==> src/rtl/vga_pkg.sv <==
// Shared timing constants, pixel record and scan FSM encoding for the VGA back end.
package vga_pkg;

  localparam int unsigned DEF_H_ACTIVE = 640;
  localparam int unsigned DEF_H_FP     = 16;
  localparam int unsigned DEF_H_SYNC   = 96;
  localparam int unsigned DEF_H_BP     = 48;
  localparam int unsigned DEF_V_ACTIVE = 480;
  localparam int unsigned DEF_V_FP     = 10;
  localparam int unsigned DEF_V_SYNC   = 2;
  localparam int unsigned DEF_V_BP     = 33;
  localparam int unsigned DEF_FIFO_DEPTH = 16;

  localparam int unsigned H_TOTAL = DEF_H_ACTIVE + DEF_H_FP + DEF_H_SYNC + DEF_H_BP;
  localparam int unsigned V_TOTAL = DEF_V_ACTIVE + DEF_V_FP + DEF_V_SYNC + DEF_V_BP;

  typedef struct packed {
    logic [9:0]  x;
    logic [9:0]  y;
    logic [14:0] rgb;
  } pixel_t;

  typedef enum logic {
    WAIT = 1'b0,
    RUN  = 1'b1
  } scan_state_t;

endpackage

==> src/rtl/pixel_fifo.sv <==
// Synchronous FIFO of tagged pixels; head is combinational from the read pointer.
module pixel_fifo
  import vga_pkg::*;
#(
  parameter int unsigned DEPTH = 16
) (
  input  logic   clk,
  input  logic   rst_n,
  input  logic   push_i,
  input  logic   pop_i,
  input  pixel_t data_i,
  output pixel_t head_o,
  output logic   full_o,
  output logic   empty_o
);

  localparam int unsigned AW = $clog2(DEPTH);
  localparam logic [AW:0] PTR_ONE = {{AW{1'b0}}, 1'b1};

  pixel_t      mem_q [DEPTH];
  logic [AW:0] wr_q, wr_d;
  logic [AW:0] rd_q, rd_d;
  logic        do_push, do_pop;

  assign empty_o = (wr_q == rd_q);
  assign full_o  = (wr_q[AW] != rd_q[AW]) && (wr_q[AW-1:0] == rd_q[AW-1:0]);
  assign head_o  = mem_q[rd_q[AW-1:0]];
  assign do_push = push_i && !full_o;
  assign do_pop  = pop_i && !empty_o;

  always_comb begin
    wr_d = wr_q;
    rd_d = rd_q;
    if (do_push) wr_d = wr_q + PTR_ONE;
    if (do_pop)  rd_d = rd_q + PTR_ONE;
  end

  always_ff @(posedge clk) begin
    if (do_push) mem_q[wr_q[AW-1:0]] <= data_i;
  end

  always_ff @(posedge clk or negedge rst_n) begin
    if (!rst_n) begin
      wr_q <= '0;
      rd_q <= '0;
    end else begin
      wr_q <= wr_d;
      rd_q <= rd_d;
    end
  end

endmodule

==> src/rtl/vga_scanout.sv <==
// VGA timing generator and raster scanout that locks a tagged pixel stream to the beam position.
module vga_scanout
  import vga_pkg::*;
#(
  parameter int unsigned H_ACTIVE   = DEF_H_ACTIVE,
  parameter int unsigned H_FP       = DEF_H_FP,
  parameter int unsigned H_SYNC     = DEF_H_SYNC,
  parameter int unsigned H_BP       = DEF_H_BP,
  parameter int unsigned V_ACTIVE   = DEF_V_ACTIVE,
  parameter int unsigned V_FP       = DEF_V_FP,
  parameter int unsigned V_SYNC     = DEF_V_SYNC,
  parameter int unsigned V_BP       = DEF_V_BP,
  parameter int unsigned FIFO_DEPTH = DEF_FIFO_DEPTH
) (
  input  logic        clk,
  input  logic        rst,
  input  logic        pix_ce,
  input  logic        in_valid,
  output logic        in_ready,
  input  logic [14:0] in_rgb,
  input  logic [9:0]  in_x,
  input  logic [9:0]  in_y,
  output logic [4:0]  vga_r,
  output logic [4:0]  vga_g,
  output logic [4:0]  vga_b,
  output logic        vga_hs,
  output logic        vga_vs,
  output logic        vga_de,
  output logic        locked,
  output logic        err_underflow,
  output logic        err_slip,
  input  logic        clr_err
);

  localparam logic [9:0] H_ACT  = 10'(H_ACTIVE);
  localparam logic [9:0] HS_BEG = 10'(H_ACTIVE + H_FP);
  localparam logic [9:0] HS_END = 10'(H_ACTIVE + H_FP + H_SYNC);
  localparam logic [9:0] H_LAST = 10'(H_ACTIVE + H_FP + H_SYNC + H_BP - 1);
  localparam logic [9:0] V_ACT  = 10'(V_ACTIVE);
  localparam logic [9:0] VS_BEG = 10'(V_ACTIVE + V_FP);
  localparam logic [9:0] VS_END = 10'(V_ACTIVE + V_FP + V_SYNC);
  localparam logic [9:0] V_LAST = 10'(V_ACTIVE + V_FP + V_SYNC + V_BP - 1);

  scan_state_t state_q, state_d;
  logic [9:0]  h_q, h_d, v_q, v_d;
  logic [14:0] rgb_q, rgb_d;
  logic        hs_q, hs_d, vs_q, vs_d, de_q, de_d;
  logic        uf_q, uf_d, slip_q, slip_d;

  pixel_t      in_pix, head;
  logic        fifo_full, fifo_empty, pop;
  logic        active, at_origin, head_origin, head_hit;
  logic        show, set_uf, set_slip;

  assign in_pix = '{x: in_x, y: in_y, rgb: in_rgb};
  assign in_ready = !fifo_full;

  pixel_fifo #(.DEPTH(FIFO_DEPTH)) u_fifo (
    .clk     (clk),
    .rst_n   (rst),
    .push_i  (in_valid),
    .pop_i   (pop),
    .data_i  (in_pix),
    .head_o  (head),
    .full_o  (fifo_full),
    .empty_o (fifo_empty)
  );

  assign active      = (h_q < H_ACT) && (v_q < V_ACT);
  assign at_origin   = (h_q == '0) && (v_q == '0);
  assign head_origin = !fifo_empty && (head.x == '0) && (head.y == '0);
  assign head_hit    = !fifo_empty && (head.x == h_q) && (head.y == v_q);

  always_comb begin
    h_d = h_q;
    v_d = v_q;
    if (pix_ce) begin
      if (h_q == H_LAST) begin
        h_d = '0;
        v_d = (v_q == V_LAST) ? '0 : v_q + 10'd1;
      end else begin
        h_d = h_q + 10'd1;
      end
    end
  end

  // WAIT drains stale entries every clk; only a head of (0,0) waits for the frame start.
  always_comb begin
    state_d  = state_q;
    pop      = 1'b0;
    show     = 1'b0;
    set_uf   = 1'b0;
    set_slip = 1'b0;
    case (state_q)
      WAIT: begin
        if (!fifo_empty && !head_origin) begin
          pop = 1'b1;
        end else if (pix_ce && at_origin && head_origin) begin
          pop     = 1'b1;
          show    = 1'b1;
          state_d = RUN;
        end
      end
      RUN: begin
        if (pix_ce && active) begin
          if (fifo_empty) begin
            set_uf  = 1'b1;
            state_d = WAIT;
          end else if (!head_hit) begin
            set_slip = 1'b1;
            state_d  = WAIT;
          end else begin
            pop  = 1'b1;
            show = 1'b1;
          end
        end
      end
    endcase
  end

  always_comb begin
    rgb_d  = rgb_q;
    hs_d   = hs_q;
    vs_d   = vs_q;
    de_d   = de_q;
    uf_d   = set_uf   | (uf_q   & ~clr_err);
    slip_d = set_slip | (slip_q & ~clr_err);
    if (pix_ce) begin
      de_d  = active;
      hs_d  = !((h_q >= HS_BEG) && (h_q < HS_END));
      vs_d  = !((v_q >= VS_BEG) && (v_q < VS_END));
      rgb_d = show ? head.rgb : '0;
    end
  end

  always_ff @(posedge clk or negedge rst) begin
    if (!rst) begin
      state_q <= WAIT;
      h_q     <= '0;
      v_q     <= '0;
      rgb_q   <= '0;
      hs_q    <= 1'b1;
      vs_q    <= 1'b1;
      de_q    <= 1'b0;
      uf_q    <= 1'b0;
      slip_q  <= 1'b0;
    end else begin
      state_q <= state_d;
      h_q     <= h_d;
      v_q     <= v_d;
      rgb_q   <= rgb_d;
      hs_q    <= hs_d;
      vs_q    <= vs_d;
      de_q    <= de_d;
      uf_q    <= uf_d;
      slip_q  <= slip_d;
    end
  end

  assign vga_r         = rgb_q[14:10];
  assign vga_g         = rgb_q[9:5];
  assign vga_b         = rgb_q[4:0];
  assign vga_hs        = hs_q;
  assign vga_vs        = vs_q;
  assign vga_de        = de_q;
  assign locked        = (state_q == RUN);
  assign err_underflow = uf_q;
  assign err_slip      = slip_q;

endmodule

==> config.mk <==
export PLATFORM = sky130hd
export DESIGN_NAME = vga_scanout
export DESIGN_NICKNAME = d
export VERILOG_FILES = /design/src/rtl/vga_pkg.sv /design/src/rtl/pixel_fifo.sv /design/src/rtl/vga_scanout.sv
export SDC_FILE = /design/constraint.sdc
export NUM_CORES = 1
export LEC_CHECK = 0
export CELL_PAD_IN_SITES_DETAIL_PLACEMENT = 0
export CELL_PAD_IN_SITES_GLOBAL_PLACEMENT = 1
export CORE_UTILIZATION = 49
export CTS_CLUSTER_SIZE = 16
export DETAILED_ROUTE_END_ITERATION = 12
export GPL_ROUTABILITY_DRIVEN = 0
export PLACE_DENSITY_LB_ADDON = 0.1
export SYNTH_ARGS = -nofsm -noshare
export SYNTH_HDL_FRONTEND = slang
export SYNTH_SLANG_ARGS = --single-unit
==> constraint.sdc <==
create_clock -name clk -period 4.49 [get_ports clk]
set_input_delay 1.1225 -clock clk [delete_from_list [all_inputs] [get_ports clk]]
set_output_delay 1.1225 -clock clk [all_outputs]
set_load 0.01 [all_outputs]
Fig. 1: run 1, metal 1
Supply wires on this layer in gray. Cells faint in the background.
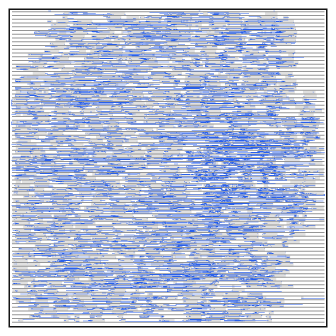
share of all routed wire: 42%
main direction: horizontal
longest straight run: 75.4 um

Fig. 2: run 1, clock wiring as the flow saved it
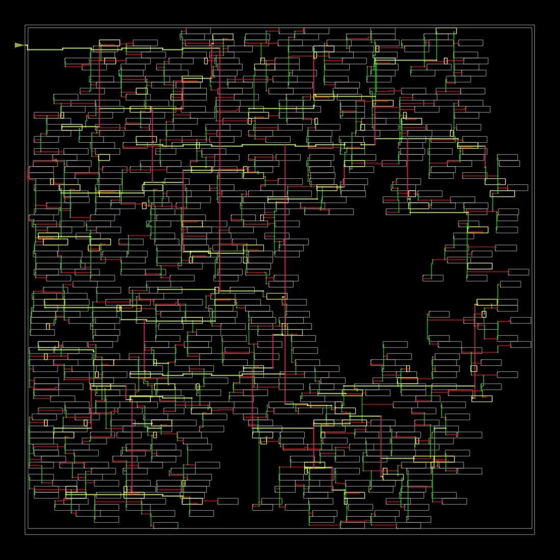
Num CTS Buffers: 61
Clock net power: 0.00499 W

==> impl_metrics.py, run 1 <==
# Flow results
metrics = {
    "outcome": {
        "status": "finished, final reports clean",
    },
    "synth": {
        "top_cells_by_count": "edfxtp_1, mux2i_1, mux4_2, nand2_1, dfrtp_1",
        "synth_nets": 1421,
        "ys_cells": 1372,
        "syn_area_per_cell_um2": 18.5,
        "yosysMostFrequentCell": "edfxtp_1",
        "syn_inst": 1372,
        "ys_area_mm2": 0.0254,
        "synthArstFlopShare_pct": 8.35,
        "logic_family": "multiplexers",
        "ys_seq_share_pct": 71.2,
        "yosysWarnings": 0,
        "synth.top_cell.area_share_pct": 66.2,
        "mux_area_share_pct": 14.5,
        "synthDistinctLibCells": 88,
        "netlist_area_mm2": 0.0254,
        "simple_gate_area_share_pct": 4.19,
        "synth-xor-area-share_pct": 0.896,
        "ff_type": "edfxtp_1",
        "ys.flops": 611,
        "edf_count": 560,
    },
    "drt": {
        "remaining_drc_errors": 0,
        "postRouteAntennaNets": 0,
        "wirelength_um": 64200,
        "drtIter0Drc": 1214,
        "wl_met3_um": 3910,
        "routed.top_layer": "met4",
        "via_per_inst": 6.10,
        "dr.pass1.iters": 5,
        "via_count": 13500,
        "wire_per_inst_um": 29.0,
    },
    "finish": {
        "comb_area_mm2": 0.00673,
        "nFlopsAndLatches": 611,
        "final_nets": 1526,
        "buf_share_pct": 3.84,
        "comb_share_pct": 23.3,
        "sh_seq_area_pct": 62.6,
        "nNonClkInverters": 35,
        "final_cell_mix": "edfxtp_1, mux2i_1, mux4_2",
        "drive_above_1_share_pct": 19.9,
        "n_all_buffers": 115,
        "clockNetworkAreaShare_pct": 6.81,
        "nClkBuffers": 90,
        "fin_util_pct": 56.3,
        "layout.cells.most_common": "edfxtp_1",
    },
    "die": {
        "core_area_mm2": 0.0513,
        "fp-row-count": 83,
        "io_pins": 62,
        "dieHeight_um": 230,
        "dieArea_mm2": 0.0528,
        "fp_util_pct": 49.5,
    },
    "flow_run": {
        "drv_cap": 0,
        "log.warning_count": 31,
    },
    "critical_path": {
        "crit_start": "u_fifo.rd_q[1]$_DFFE_PN0P_",
        "crit_family": "simple AND/OR/NAND/NOR gates",
        "r2r_slack_ns": 0.52,
        "path_depth": 4,
        "path_class": "reg -> out",
        "r2r_end": "u_fifo.rd_q[1]$_DFFE_PN0P_",
        "endpoint": "in_ready",
        "cp_max_fo": 31,
        "start_kind": "register",
        "arrival_ns": 2.92,
        "cpPeakStageDelay_ns": 0.71,
        "cp.required_ns": 3.37,
    },
    "power_and_ir_drop": {
        "vdd_drop_max_mv": 0.341,
        "top_power_group": "registers",
        "powerComb_w": 0.00585,
        "power.internal_w": 0.0122,
        "power_density_mw_per_mm2": 627,
        "clockPowerShare_pct": 27.5,
        "cellLeakagePower_nw": 9.69,
        "power_frac_seq_pct": 40.2,
    },
    "timing": {
        "finalClockPeriodUsage_pct": 90.1,
        "rsz0062_at_grt": "no",
        "fin_ws_ns": 0.446,
        "maxSlewViolCount": 0,
        "setup_viol": 0,
        "fin_tns_setup_ns": 0,
        "hold_viol": 0,
        "holdWs_ns": 0.496,
        "max_slew_margin_pct": 38.3,
        "finClkSkew_ns": 0.0164,
    },
    "clocking": {
        "tritoncts": "built",
        "htreeDepth": 2,
        "cts-hold-fix-buffers": 0,
        "cts_sinks": 611,
        "clk_pin_slew_ns": 0.06,
    },
    "place": {
        "postPlaceCellArea_mm2": 0.0269,
        "place_ws_ns": 0.616,
        "dp.cells": 2094,
        "port_buffers": 61,
        "dp.final_hpwl_um": 40500,
    },
    "grt": {
        "grt_usage_pct": 24.7,
        "antenna_found_initial": 1,
        "overflow": 0,
        "use_met2_pct": 40.4,
        "top_usage_layer": "met2",
        "grt_start_max_net_pins": 70,
        "grtUsageMet1_pct": 34.4,
        "grt_pass1_vias": 13600,
    },
    "min_path": {
        "hold_end": "u_fifo.wr_q[4]$_DFFE_PN0P_",
        "worstHoldPathType": "reg -> reg",
        "hold_depth": 1,
    },
}
Fig. 3: run 1, routed clock nets over the placement
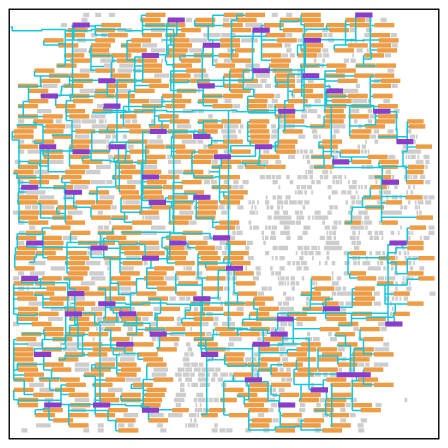
[clock-net drivers] purple | count: 61
[flip-flops] orange | count: 611
[clock wires] cyan | length: 7,040 um
flops lie: widely spread

Fig. 4: run 1, placed cells, one color a class
Bar = 50 um.
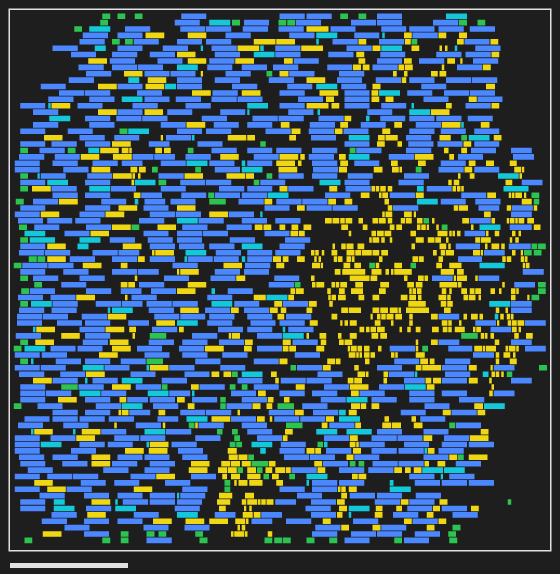
[remaining buffers and delay cells] green | cells: 115
[remaining logic cells] yellow | cells: 688
[sequential cells] blue | cells: 611
[clock drivers and dummy loads] cyan | cells: 116

--- run 2 (diff from run 1) ---
--- a/config.mk
+++ b/config.mk
@@ -8,7 +8,6 @@
 export CELL_PAD_IN_SITES_DETAIL_PLACEMENT = 0
 export CELL_PAD_IN_SITES_GLOBAL_PLACEMENT = 1
 export CORE_UTILIZATION = 49
-export CTS_CLUSTER_SIZE = 16
 export DETAILED_ROUTE_END_ITERATION = 12
 export GPL_ROUTABILITY_DRIVEN = 0
 export PLACE_DENSITY_LB_ADDON = 0.1
Fig. 5: run 2, clock wiring as the flow saved it
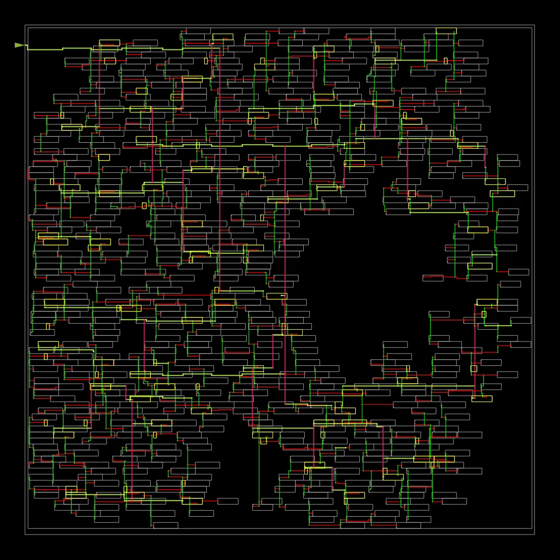
CTS Sinks: 611
clock buf count: 90
Worst Skew: 0.0164 ns

==> run 2 against run 1 <==
Effect of this change:
- cell area did not move
- combinational power barely moved
- clock skew barely moved
- die area did not move
- critical path type unchanged
- critical endpoint unchanged
- largest power group unchanged
==> impl_metrics.py, run 2 <==
# Flow results
metrics = {
    "clocking": {
        "insertion_delay_ns": 0.62,
        "root_buffer": "clkbuf_16",
        "tritoncts": "built",
        "cts_resized": 0,
        "htreeDepth": 2,
        "clk_pin_slew_ns": 0.06,
        "cts-buffers-inserted": 61,
        "cts-hold-fix-buffers": 0,
    },
    "timing": {
        "fin_ws_ns": 0.439,
        "max_slew_margin_pct": 38.1,
        "fin_tns_setup_ns": 0,
        "hold_viol": 0,
        "finalClockPeriodUsage_pct": 90.2,
        "worst_pin_slew_ns": 0.926,
        "maxSlewViolCount": 0,
        "setup_viol": 0,
        "rsz0062_at_grt": "no",
        "fmax_mhz": 247,
        "holdWs_ns": 0.495,
    },
    "synth": {
        "ys_sh_adder_pct": 0.443,
        "ys.flops": 611,
        "logic_family": "multiplexers",
        "yosysWarnings": 0,
        "netlist_area_mm2": 0.0254,
        "synth.top_cell.area_share_pct": 66.2,
        "ys_cells": 1372,
        "syn_area_per_cell_um2": 18.5,
        "synth_nets": 1421,
        "ys_area_mm2": 0.0254,
        "edf_count": 560,
        "mux_area_share_pct": 14.5,
        "top_cells_by_area": "edfxtp_1, mux4_2, dfrtp_1",
        "ys_seq_share_pct": 71.2,
        "synth-xor-area-share_pct": 0.896,
        "top_cells_by_count": "edfxtp_1, mux2i_1, mux4_2, nand2_1, dfrtp_1",
        "synthArstFlopShare_pct": 8.35,
        "yosys.area.top_type": "edfxtp_1",
        "yosysMostFrequentCell": "edfxtp_1",
        "syn_inst": 1372,
        "synthDistinctLibCells": 88,
        "ff_type": "edfxtp_1",
        "simple_gate_area_share_pct": 4.19,
    },
    "power_and_ir_drop": {
        "powerComb_w": 0.00585,
        "vdd_drop_max_mv": 0.341,
        "p_seq_w": 0.00728,
        "power.internal_w": 0.0122,
        "cellLeakagePower_nw": 9.69,
        "powerClk_w": 0.00499,
        "top_power_group": "registers",
        "clockPowerShare_pct": 27.5,
        "p_switching_w": 0.00594,
        "power_frac_seq_pct": 40.2,
        "power_density_mw_per_mm2": 627,
    },
    "drt": {
        "m1WireLength_um": 27100,
        "remaining_drc_errors": 0,
        "routed.top_layer": "met4",
        "dr.pass1.iters": 5,
        "wire_per_inst_um": 29.0,
        "wl_met2_um": 31500,
        "wirelength_um": 64200,
        "via_count": 13500,
        "drtIter0Drc": 1250,
        "wl_met3_um": 3930,
        "postRouteAntennaNets": 0,
        "via_per_inst": 6.10,
    },
    "die": {
        "dieArea_mm2": 0.0528,
        "dieHeight_um": 230,
        "core_area_mm2": 0.0513,
        "fp-row-count": 83,
        "fp_util_pct": 49.5,
        "nWellTaps": 680,
        "io_pins": 62,
    },
    "critical_path": {
        "start_kind": "register",
        "r2r_slack_ns": 0.59,
        "path_class": "reg -> out",
        "arrival_ns": 2.93,
        "r2r_end": "u_fifo.rd_q[1]$_DFFE_PN0P_",
        "endpoint": "in_ready",
        "worstSetupEndpointType": "output pin",
        "cp.required_ns": 3.37,
        "cpPeakStageDelay_ns": 0.71,
        "crit_family": "simple AND/OR/NAND/NOR gates",
        "path_depth": 4,
        "crit_start": "u_fifo.rd_q[1]$_DFFE_PN0P_",
        "cp_cell_sequence": "xor2_1 -> nor4_2 -> nand2b_1 -> clkdlybuf4s50_1",
        "cp_max_fo": 31,
    },
    "min_path": {
        "worstHoldPathType": "reg -> reg",
        "hold_end": "u_fifo.wr_q[4]$_DFFE_PN0P_",
        "hold_depth": 1,
    },
    "finish": {
        "final_cell_mix": "edfxtp_1, mux2i_1, mux4_2",
        "clockNetworkAreaShare_pct": 6.81,
        "largest_register_ffs": 560,
        "final_nets": 1526,
        "layout.cells.most_common": "edfxtp_1",
        "nNonClkInverters": 35,
        "comb_area_mm2": 0.00673,
        "seqCellArea_mm2": 0.0181,
        "comb_share_pct": 23.3,
        "fillers": 3968,
        "drive_above_1_share_pct": 19.9,
        "nFlopsAndLatches": 611,
        "n_all_buffers": 115,
        "buf_share_pct": 3.84,
    },
    "flow_run": {
        "log.warning_count": 31,
        "drv_cap": 0,
    },
    "grt": {
        "antenna_found_initial": 1,
        "grtUsageMet1_pct": 34.4,
        "top_usage_layer": "met2",
        "grt_usage_pct": 24.7,
        "grt_start_max_net_pins": 70,
        "grt_pass1_wl_um": 93800,
        "overflow": 0,
        "use_met3_pct": 4.06,
        "use_met2_pct": 40.4,
        "grt_pass1_vias": 13600,
    },
    "place": {
        "dp.final_hpwl_um": 40500,
        "postPlaceCellArea_mm2": 0.0269,
        "port_buffers": 61,
        "dp.cells": 2094,
        "place_ws_ns": 0.616,
    },
    "outcome": {
        "status": "finished, final reports clean",
    },
}
Fig. 6: run 2, placed cells, one color a class
Bar = 50 um.
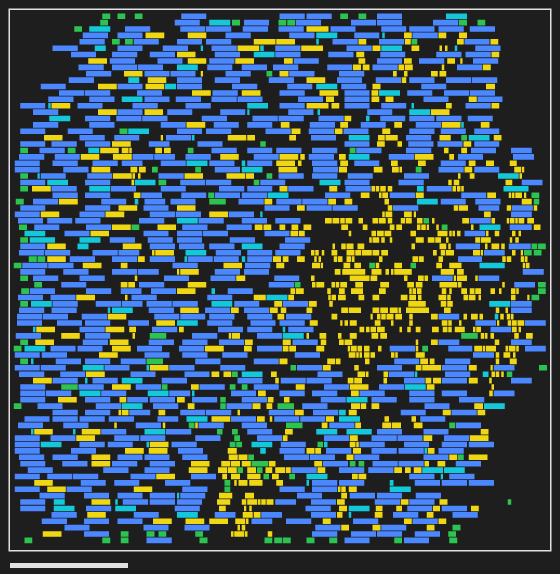
[sequential cells] blue | cells: 611
[remaining buffers and delay cells] green | cells: 115
[clock drivers and dummy loads] cyan | cells: 116
[remaining logic cells] yellow | cells: 688
Finished Core Util: 56.3%
flop share of the area: 62.6%

--- run 3 (diff from run 2) ---
--- a/config.mk
+++ b/config.mk
@@ -7,6 +7,7 @@
 export LEC_CHECK = 0
 export CELL_PAD_IN_SITES_DETAIL_PLACEMENT = 0
 export CELL_PAD_IN_SITES_GLOBAL_PLACEMENT = 1
+export CORE_ASPECT_RATIO = 1.75
 export CORE_UTILIZATION = 49
 export DETAILED_ROUTE_END_ITERATION = 12
 export GPL_ROUTABILITY_DRIVEN = 0
Fig. 7: run 3, clock wiring as the flow saved it
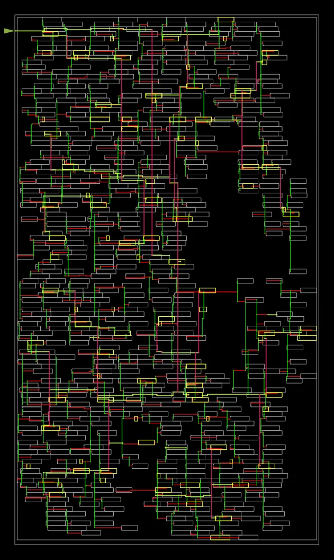
seq_cells: 611
clock buf count: 71
Num CTS Buffers: 54
Worst Skew: 0.0239 ns
Late-Pin Clk Latency: 0.60 ns

==> run 3 against run 2 <==
Effect of this change:
- routed wire length is 1.9% higher
- clock skew is 0.0075 ns higher
- clock power is 4.4% lower
- critical path type unchanged
- critical path depth is 2 higher
- largest power group unchanged
- non-clock buffer count is 6 lower
- largest cell class unchanged
- worst setup slack better by 0.011 ns
- global-route usage is 0.52 points higher
- critical endpoint unchanged
- clock-buffer cell count is 19 lower
- cell area is 0.52% lower
- total power is 0.60% lower
- register-to-register slack worse by 0.03 ns
==> impl_metrics.py, run 3 <==
# Flow results
metrics = {
    "clocking": {
        "cts-hold-fix-buffers": 0,
        "cts_sinks": 611,
        "clk_pin_slew_ns": 0.07,
        "cts_resized": 0,
        "htreeDepth": 2,
        "postCtsSetupRepairBufs": 0,
        "tritoncts": "built",
        "root_buffer": "clkbuf_16",
    },
    "die": {
        "fp-row-count": 110,
        "dieHeight_um": 303,
        "nWellTaps": 672,
        "fp_util_pct": 49.5,
        "dieArea_mm2": 0.0528,
        "io_pins": 62,
        "core_area_mm2": 0.0513,
    },
    "power_and_ir_drop": {
        "p_switching_w": 0.00604,
        "power.internal_w": 0.0120,
        "power_frac_seq_pct": 40.3,
        "cellLeakagePower_nw": 9.60,
        "vdd_drop_max_mv": 0.331,
        "clockPowerShare_pct": 26.5,
        "powerClk_w": 0.00477,
        "p_seq_w": 0.00725,
        "top_power_group": "registers",
        "power_density_mw_per_mm2": 626,
        "powerComb_w": 0.00599,
    },
    "grt": {
        "antenna_found_initial": 1,
        "use_met2_pct": 45.3,
        "grt_start_max_net_pins": 51,
        "grt_usage_pct": 25.2,
        "grt_pass1_wl_um": 95100,
        "use_met3_pct": 3.05,
        "grt_pass1_vias": 14000,
        "top_usage_layer": "met2",
        "overflow": 0,
        "grtUsageMet1_pct": 30.3,
    },
    "timing": {
        "setup_viol": 0,
        "max_slew_margin_pct": 32.7,
        "rsz0062_at_grt": "no",
        "maxSlewViolCount": 0,
        "worst_pin_slew_ns": 1.01,
        "hold_viol": 0,
        "fmax_mhz": 248,
        "holdWs_ns": 0.486,
        "fin_ws_ns": 0.451,
        "fin_tns_setup_ns": 0,
        "finalClockPeriodUsage_pct": 90.0,
    },
    "min_path": {
        "worstHoldPathType": "reg -> reg",
        "hold_end": "vga_de$_DFFE_PN0P_",
        "hold_depth": 1,
    },
    "synth": {
        "synthArstFlopShare_pct": 8.35,
        "ff_type": "edfxtp_1",
        "logic_family": "multiplexers",
        "yosysMostFrequentCell": "edfxtp_1",
        "top_cells_by_count": "edfxtp_1, mux2i_1, mux4_2, nand2_1, dfrtp_1",
        "ys_cells": 1372,
        "synth.top_cell.area_share_pct": 66.2,
        "mux_area_share_pct": 14.5,
        "syn_area_per_cell_um2": 18.5,
        "edf_count": 560,
        "syn_inst": 1372,
        "simple_gate_area_share_pct": 4.19,
        "top_cells_by_area": "edfxtp_1, mux4_2, dfrtp_1",
        "synth-xor-area-share_pct": 0.896,
        "yosysWarnings": 0,
        "ys.flops": 611,
        "ys_area_mm2": 0.0254,
        "yosys.area.top_type": "edfxtp_1",
        "synthDistinctLibCells": 88,
        "synth_nets": 1421,
        "ys_seq_share_pct": 71.2,
        "ys_sh_adder_pct": 0.443,
        "netlist_area_mm2": 0.0254,
    },
    "finish": {
        "final_nets": 1513,
        "n_all_buffers": 109,
        "final_cell_mix": "edfxtp_1, mux2i_1, mux4_2",
        "buf_share_pct": 3.92,
        "largest_register_ffs": 560,
        "fillers": 3948,
        "nNonClkInverters": 35,
        "drive_above_1_share_pct": 19.9,
        "clockNetworkAreaShare_pct": 6.33,
        "seqCellArea_mm2": 0.0181,
        "sh_seq_area_pct": 63.0,
        "comb_area_mm2": 0.00673,
        "comb_share_pct": 23.4,
        "fin_util_pct": 56.0,
        "layout.cells.most_common": "edfxtp_1",
    },
    "place": {
        "postPlaceCellArea_mm2": 0.0269,
        "dp.final_hpwl_um": 41200,
        "dp.cells": 2080,
        "port_buffers": 61,
        "place_ws_ns": 0.661,
    },
    "drt": {
        "via_count": 13400,
        "dr.pass1.iters": 7,
        "m1WireLength_um": 25100,
        "postRouteAntennaNets": 0,
        "routed.top_layer": "met4",
        "wirelength_um": 65400,
        "wl_met2_um": 34600,
        "drtIter0Drc": 1059,
        "via_per_inst": 6.14,
        "remaining_drc_errors": 0,
        "wl_met3_um": 2650,
        "wire_per_inst_um": 30.0,
    },
    "critical_path": {
        "cpPeakStageDelay_ns": 0.65,
        "r2r_end": "u_fifo.rd_q[1]$_DFFE_PN0P_",
        "arrival_ns": 2.92,
        "start_kind": "register",
        "r2r_slack_ns": 0.56,
        "path_depth": 6,
        "cp.required_ns": 3.37,
        "worstSetupEndpointType": "output pin",
        "crit_family": "buffers and inverters",
        "crit_start": "u_fifo.rd_q[1]$_DFFE_PN0P_",
        "endpoint": "in_ready",
        "cp_cell_sequence": "buf_12 -> xor2_1 -> nor4_1 -> buf_4 -> nand2b_1 -> clkdlybuf4s50_1",
        "path_class": "reg -> out",
        "cp_max_fo": 50,
        "crit_buf_inv": 3,
    },
    "outcome": {
        "status": "finished, final reports clean",
    },
    "flow_run": {
        "log.warning_count": 31,
        "drv_cap": 0,
    },
}
Fig. 8: run 3, placed cells, one color a class
Bar = 50 um.
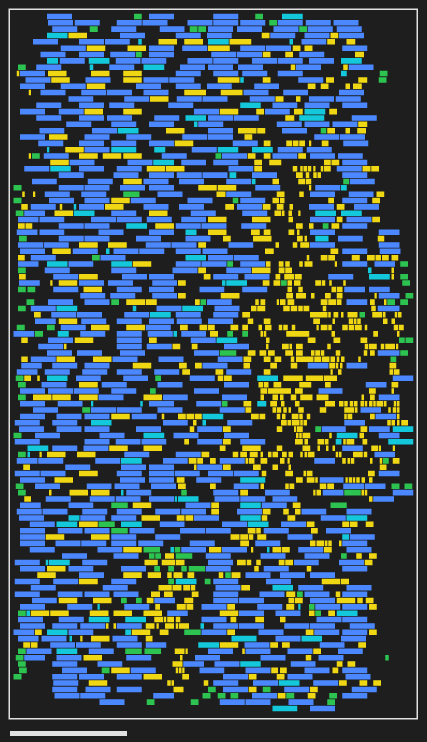
[remaining buffers and delay cells] green | cells: 109
[clock drivers and dummy loads] cyan | cells: 101
[remaining logic cells] yellow | cells: 688
[sequential cells] blue | cells: 611

Power is estimated from default activity; no workload was simulated.
